### Close-up of the layout

Bar = 20 um. Window x 31 to 81, y 26 to 76 um. Cells in gray, sequential cells in the stronger gray; small squares are vias.
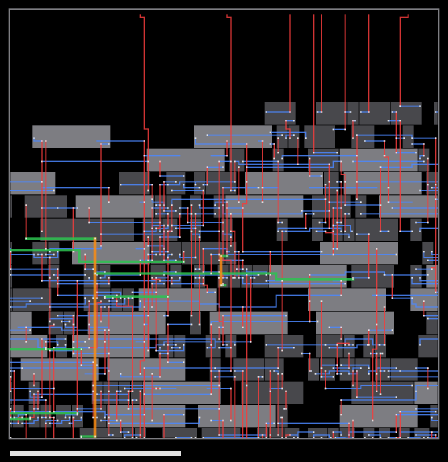
### Sequential cells grouped by signal name

Bar = 20 um. Other sequential cells in the stronger gray, the rest of the logic in the fainter gray.
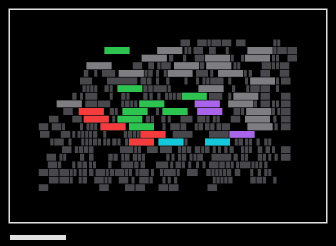
`config.mk`:
```
export PLATFORM = sky130hd
export DESIGN_NAME = priority_encoder_arbiter
export DESIGN_NICKNAME = d
export VERILOG_FILES = /design/src/rtl/priority_encoder_arbiter.sv
export SDC_FILE = /design/constraint.sdc
export NUM_CORES = 1
export LEC_CHECK = 0
export ABC_AREA = 1
export CAP_MARGIN = 15
export CORE_ASPECT_RATIO = 0.6
export CORE_MARGIN = 10
export CORE_UTILIZATION = 43
export DETAILED_ROUTE_END_ITERATION = 8
export PLACE_DENSITY = 0.76
export SLEW_MARGIN = 20
export SYNTH_ARGS = -nofsm -noshare
export SYNTH_HDL_FRONTEND = slang
export SYNTH_SLANG_ARGS = --single-unit
```
`constraint.sdc`:
```
create_clock -name clk_i -period 6.5 [get_ports clk_i]
set_clock_uncertainty 0.15 [all_clocks]
set_input_delay 1.3 -clock clk_i [delete_from_list [all_inputs] [get_ports clk_i]]
set_output_delay 1.3 -clock clk_i [all_outputs]
set_load 0.01 [all_outputs]
```
`src/rtl/priority_encoder_arbiter.sv`:
```
// Round-robin arbiter that shares one priority_encoder among N_REQ requesters.
// Each issued request is tagged with its requester ID and comes back with the encoder result.
module priority_encoder_arbiter #(
  parameter int WIDTH        = 5,
  parameter int N_REQ        = 4,
  parameter int MAX_INFLIGHT = 4
) (
  input  logic                     clk_i,
  input  logic                     rst_i,
  input  logic [N_REQ*WIDTH-1:0]   req_data_i,
  input  logic [N_REQ-1:0]         req_val_i,
  output logic [N_REQ-1:0]         req_ready_o,
  output logic [WIDTH-1:0]         enc_data_o,
  output logic                     enc_val_o,
  input  logic [WIDTH-1:0]         enc_left_i,
  input  logic [WIDTH-1:0]         enc_right_i,
  input  logic                     enc_val_i,
  output logic [WIDTH-1:0]         resp_left_o,
  output logic [WIDTH-1:0]         resp_right_o,
  output logic [$clog2(N_REQ)-1:0] resp_id_o,
  output logic                     resp_val_o,
  output logic                     err_o
);

  localparam int ID_W  = $clog2(N_REQ);
  localparam int AW    = (MAX_INFLIGHT > 1) ? $clog2(MAX_INFLIGHT) : 1;
  localparam int CNT_W = $clog2(MAX_INFLIGHT + 1);
  localparam logic [CNT_W-1:0] MAX_CNT   = CNT_W'(MAX_INFLIGHT);
  localparam logic [ID_W-1:0]  LAST_ID   = ID_W'(N_REQ - 1);
  localparam logic [AW-1:0]    LAST_SLOT = AW'(MAX_INFLIGHT - 1);

  logic [ID_W-1:0]  ptr_q, ptr_d;
  logic [CNT_W-1:0] count_q, count_d;
  logic [AW-1:0]    wrPtr_q, rdPtr_q;
  logic [ID_W-1:0]  idFifo_q [MAX_INFLIGHT];

  logic [WIDTH-1:0] encData_q;
  logic             encVal_q;
  logic [WIDTH-1:0] respLeft_q, respRight_q;
  logic [ID_W-1:0]  respId_q;
  logic             respVal_q;
  logic             err_q;

  logic [WIDTH-1:0] reqData [N_REQ];
  logic [ID_W:0]    scanIdx;
  logic [ID_W-1:0]  grantIdx;
  logic             xfer;
  logic             canIssue;
  logic             fifoEmpty;
  logic             pop;

  assign canIssue  = (count_q < MAX_CNT);
  assign fifoEmpty = (count_q == '0);
  assign pop       = enc_val_i && !fifoEmpty;

  always_comb begin
    for (int k = 0; k < N_REQ; k++) begin
      reqData[k] = req_data_i[k*WIDTH +: WIDTH];
    end
  end

  // Scan channels starting at the pointer; the first valid one wins if a slot is free.
  always_comb begin
    req_ready_o = '0;
    grantIdx    = '0;
    xfer        = 1'b0;
    scanIdx     = '0;
    for (int i = 0; i < N_REQ; i++) begin
      scanIdx = {1'b0, ptr_q} + (ID_W+1)'(i);
      if (scanIdx >= (ID_W+1)'(N_REQ)) begin
        scanIdx = scanIdx - (ID_W+1)'(N_REQ);
      end
      if (canIssue && !xfer && req_val_i[scanIdx[ID_W-1:0]]) begin
        xfer     = 1'b1;
        grantIdx = scanIdx[ID_W-1:0];
      end
    end
    if (xfer) begin
      req_ready_o[grantIdx] = 1'b1;
    end
  end

  always_comb begin
    ptr_d   = ptr_q;
    count_d = count_q;
    if (xfer) begin
      ptr_d = (grantIdx == LAST_ID) ? '0 : grantIdx + 1'b1;
    end
    case ({xfer, pop})
      2'b10:   count_d = count_q + 1'b1;
      2'b01:   count_d = count_q - 1'b1;
      default: count_d = count_q;
    endcase
  end

  always_ff @(posedge clk_i or posedge rst_i) begin
    if (rst_i) begin
      ptr_q       <= '0;
      count_q     <= '0;
      wrPtr_q     <= '0;
      rdPtr_q     <= '0;
      encData_q   <= '0;
      encVal_q    <= 1'b0;
      respLeft_q  <= '0;
      respRight_q <= '0;
      respId_q    <= '0;
      respVal_q   <= 1'b0;
      err_q       <= 1'b0;
      for (int s = 0; s < MAX_INFLIGHT; s++) begin
        idFifo_q[s] <= '0;
      end
    end else begin
      ptr_q     <= ptr_d;
      count_q   <= count_d;
      encVal_q  <= xfer;
      respVal_q <= pop;
      if (xfer) begin
        encData_q          <= reqData[grantIdx];
        idFifo_q[wrPtr_q]  <= grantIdx;
        wrPtr_q            <= (wrPtr_q == LAST_SLOT) ? '0 : wrPtr_q + 1'b1;
      end
      // Results only pair with IDs still queued; an orphan result is flagged instead.
      if (pop) begin
        respLeft_q  <= enc_left_i;
        respRight_q <= enc_right_i;
        respId_q    <= idFifo_q[rdPtr_q];
        rdPtr_q     <= (rdPtr_q == LAST_SLOT) ? '0 : rdPtr_q + 1'b1;
      end
      if (enc_val_i && fifoEmpty) begin
        err_q <= 1'b1;
      end
    end
  end

  assign enc_data_o   = encData_q;
  assign enc_val_o    = encVal_q;
  assign resp_left_o  = respLeft_q;
  assign resp_right_o = respRight_q;
  assign resp_id_o    = respId_q;
  assign resp_val_o   = respVal_q;
  assign err_o        = err_q;

endmodule

```
==> results.json <==
{
  "dp.final_hpwl_um": 4150,
  "number_of_cts_inserted_buffers": 5,
  "p_seq_frac": 0.249,
  "critical_path.max_fanout": 17,
  "timing.critical_path.cells": "clkdlybuf4s50_1, nand2_1, nand3_1, nand2_1, nand2_2, nor2_8, o21bai_2, nand2_4, inv_1, ha_1, inv_1, nor2_1, clkdlybuf4s50_1",
  "slew_violations": 0,
  "run_status": "finished clean",
  "top_cell": "sky130_fd_sc_hd__nand2_1",
  "worstPathRequired_ns": 5.05,
  "detail_route.wl_per_cell_um": 12.2,
  "min-delay-path-class": "register to register",
  "yosys_area_um2": 2220,
  "postSynthRegisterBits": 37,
  "power.share.clock": 0.113,
  "intPower_uw": 875,
  "core_util_floorplan": 0.442,
  "cts_sinks": 37,
  "log.warning_count": 32,
  "postRouteAntennaNets": 0,
  "max_clock_freq_mhz": 186,
  "grt.total_usage": 0.128,
  "fin_ws_ns": 1.14,
  "timing_worst_slew_pin_value_ns": 0.523,
  "drive_gt1_frac": 0.0654,
  "area.growth.synth_to_final_pct": 33.7,
  "netlist_instances": 306,
  "route.vias.total": 2037,
  "placementRows": 20,
  "core_area_um2": 5030,
  "grt_first_pass_wirelength_um": 9070,
  "timing.critical_path.to_type": "output port",
  "grt_antenna_before_repair": 0,
  "total_leakage_power_nw": 1.55,
  "cts_max_path_buffers": 2,
  "drv_cap": 0,
  "crit_slowest_cell": "sky130_fd_sc_hd__clkdlybuf4s50_1",
  "final-setup-viol-count": 0,
  "comb_power_share": 0.639,
  "worst_ir_drop_vdd_mv": 0.219,
  "timing_hold_violations_final": 0,
  "antennaDiodeCount": 0,
  "routed_via_density": 4.70,
  "grt_residual_overflow": 0,
  "pin_count_of_the_biggest_net_entering_global_routing": 38,
  "crit_path_max_incr_delay_ns": 0.57,
  "setup-tns-final_ns": 0,
  "ctsHoldBuffers": 0,
  "synth-cells-yosys": 306,
  "worst_ep_arrival_time_ns": 3.91,
  "post-layout-total-power_mw": 1.67,
  "min_period_over_period": 0.825,
  "flip_flops_with_a_built_in_enable": 0,
  "worst_slew_margin": 0.649,
  "preCtsSetupSlack_ns": 1.14,
  "clk_latency_late_pin_ns": 0.29,
  "gp_congestion": 0.881,
  "num-nets-final": 415,
  "final_cell_mix": "sky130_fd_sc_hd__nand2_1 (110), sky130_fd_sc_hd__clkdlybuf4s50_1 (60), sky130_fd_sc_hd__inv_1 (41)",
  "synthDominantCellAreaShare": 0.417,
  "io-pin-count": 61,
  "num-fill-cells": 474,
  "synthesis.area_per_instance_um2": 7.26,
  "cts.repair_timing.setup_buffer_count": 0,
  "count_of_buffers_from_port_buffering": 60,
  "critical_path.startpoint_type": "input pin",
  "fin_crit_ns": 5.36,
  "postCtsResizedCells": 0,
  "power_switching_uw": 795,
  "top_cell_excl_fill_tap": "sky130_fd_sc_hd__nand2_1",
  "die_width_um": 113,
  "async_flop_share": 1.00,
  "yosysTopAreaCell": "sky130_fd_sc_hd__dfrtp_1",
  "synth.distinct_cells": 24,
  "flop_cell": "sky130_fd_sc_hd__dfrtp_1",
  "setup_repair_after_global_routing_missed_its_margin": "no",
  "seq_area_frac_synth": 0.417,
  "path_class": "input pin to output port",
  "synthesis.yosys.warnings": 0,
  "first_pass_detailed_route_iteration_total": 4,
  "p_sw_frac": 0.476,
  "post_synth_most_frequent_cells": "sky130_fd_sc_hd__nand2_1 (110), sky130_fd_sc_hd__inv_1 (41), sky130_fd_sc_hd__dfrtp_1 (37)",
  "first_global_vias": 1931,
  "drt_iter0_drc": 124,
  "clock-root-buffer": "sky130_fd_sc_hd__clkbuf_8",
  "cts_tree": "done",
  "htreeDepth": 2,
  "top_cells_by_area": "sky130_fd_sc_hd__dfrtp_1 (42%), sky130_fd_sc_hd__nand2_1 (19%), sky130_fd_sc_hd__nand3_1 (7.4%)",
  "drc": 0,
  "die_span_in_y_um": 75.7,
  "final-comb-area_um2": 1070,
  "fp_nets": 354,
  "power_density_nw_per_um2": 563,
  "fin_worst_hold_slack_ns": 0.312,
  "clk_transition_reported_paths_ns": 0.07,
  "chip_area_um2": 8530,
  "postRouteWirelength_um": 5300,
  "netlist_area_um2": 2220
}
-- 'Close-up of the layout' (at the start) --
Key: metal 1 = blue; metal 4 = orange; metal 2 = red; metal 3 = green
Sequential cells in the window: 25. Netlist names of flops here include idFifo_q (8), enc_data_o (3), count_q (2). Most frequent: nand2_1 (34), dfrtp_1 (25), o21ai_0 (16). 126 logic cells have their middle in the window.

-- 'Sequential cells grouped by signal name' (at the start) --
Key: ptr_q = cyan [flops 2]; idFifo_q = green [flops 8, where center]; enc_data_o = red [flops 5]; count_q = purple [flops 3]
power of the sequential group: 415 uW
combined flip-flop and latch cell area: 926 um2
core occupancy in the finished layout: 0.590

sequential cells by signal, summed over array words and instances, names as in the netlist, 2 cells and up:
signal        flops
idFifo_q          8
ptr_q             2
resp_right_o      5
wrPtr_q           2
enc_data_o        5
resp_left_o       5
rdPtr_q           2
count_q           3
resp_id_o         2
worst max-delay path: cells and delay by family:
kind / cells / cell delay (ns)
AND-OR/OR-AND: 1 / 0.42
AND/OR/NAND/NOR: 7 / 0.80
buffers and inverters: 4 / 1.23
adder cells (fa/ha/maj): 1 / 0.15
stage by stage:
| step | utilization | std cells | instance area, um2 |
|---|---|---|---|
| 6_report | 0.590 | 433 | 2970 |
| 5_1_grt | 0.590 | 433 | 2970 |
| 4_1_cts | 0.590 | 433 | 2970 |
| 3_5_place_dp | 0.570 | 426 | 2870 |
| 3_3_place_gp | 0.570 | 426 | 2870 |
| 2_1_floorplan | - | 306 | 2220 |
final timing paths:
| check | startpoint | to | slack, ns | depth (start not counted) |
|---|---|---|---|---|
| max reg2reg | ptr_q[0]$_DFFE_PP0P_ | count_q[1]$_DFFE_PP0P_ | 3.37 | 13 |
| max in group asynchronous | rst_i | wrPtr_q[1]$_DFFE_PP0P_ | 4.62 | 3 |
| max | req_val_i[1] | req_ready_o[1] | 1.14 | 13 |
| min | count_q[0]$_DFFE_PP0P_ | count_q[0]$_DFFE_PP0P_ | 0.31 | 1 |
| min in group asynchronous | rst_i | resp_right_o[1]$_DFFE_PP0P_ | 1.25 | 3 |
| min reg2reg | count_q[0]$_DFFE_PP0P_ | count_q[0]$_DFFE_PP0P_ | 0.31 | 1 |
layer usage:
| layer | vias up | GRT usage | wire (um) |
|---|---|---|---|
| met3 | 7 | 0.0590 | 545 |
| met4 | 0 | 0.0252 | 34 |
| met2 | 69 | 0.184 | 2130 |
| li1 | 1055 | - | - |
| met1 | 906 | 0.171 | 2590 |
| met5 | - | 0 | 0 |
area by class of cell:
cell class,instances,area share
multi-input cells,215,0.361
flip-flops and latches,37,0.312
repair buffers,61,0.205
inverters,47,0.0594
well taps,66,0.0278
clock buffers,5,0.0232
clock inverters,2,0.0118
power groups by stage:
stage                     clock network (mW)  registers, mW  logic, mW
after floorplan                            0          0.422      0.754
after global placement                     0          0.418       1.05
after detailed placement                   0          0.417       1.07
after CTS                              0.194          0.415       1.08
after global routing                   0.204          0.430       1.23
final                                  0.188          0.415       1.07
cell families (layout without fill, tap and decap cells):
family / after synthesis / count (layout) / share of synthesized area
simple gates: 177 / 177 / 0.348
compound gates: 25 / 25 / 0.0614
buf+inv: 54 / 115 / 0.100
xor+xnor: 2 / 2 / 0.00789
flops: 37 / 37 / 0.417
fa+ha+maj: 11 / 11 / 0.0654
Power is estimated from default activity; no workload was simulated.
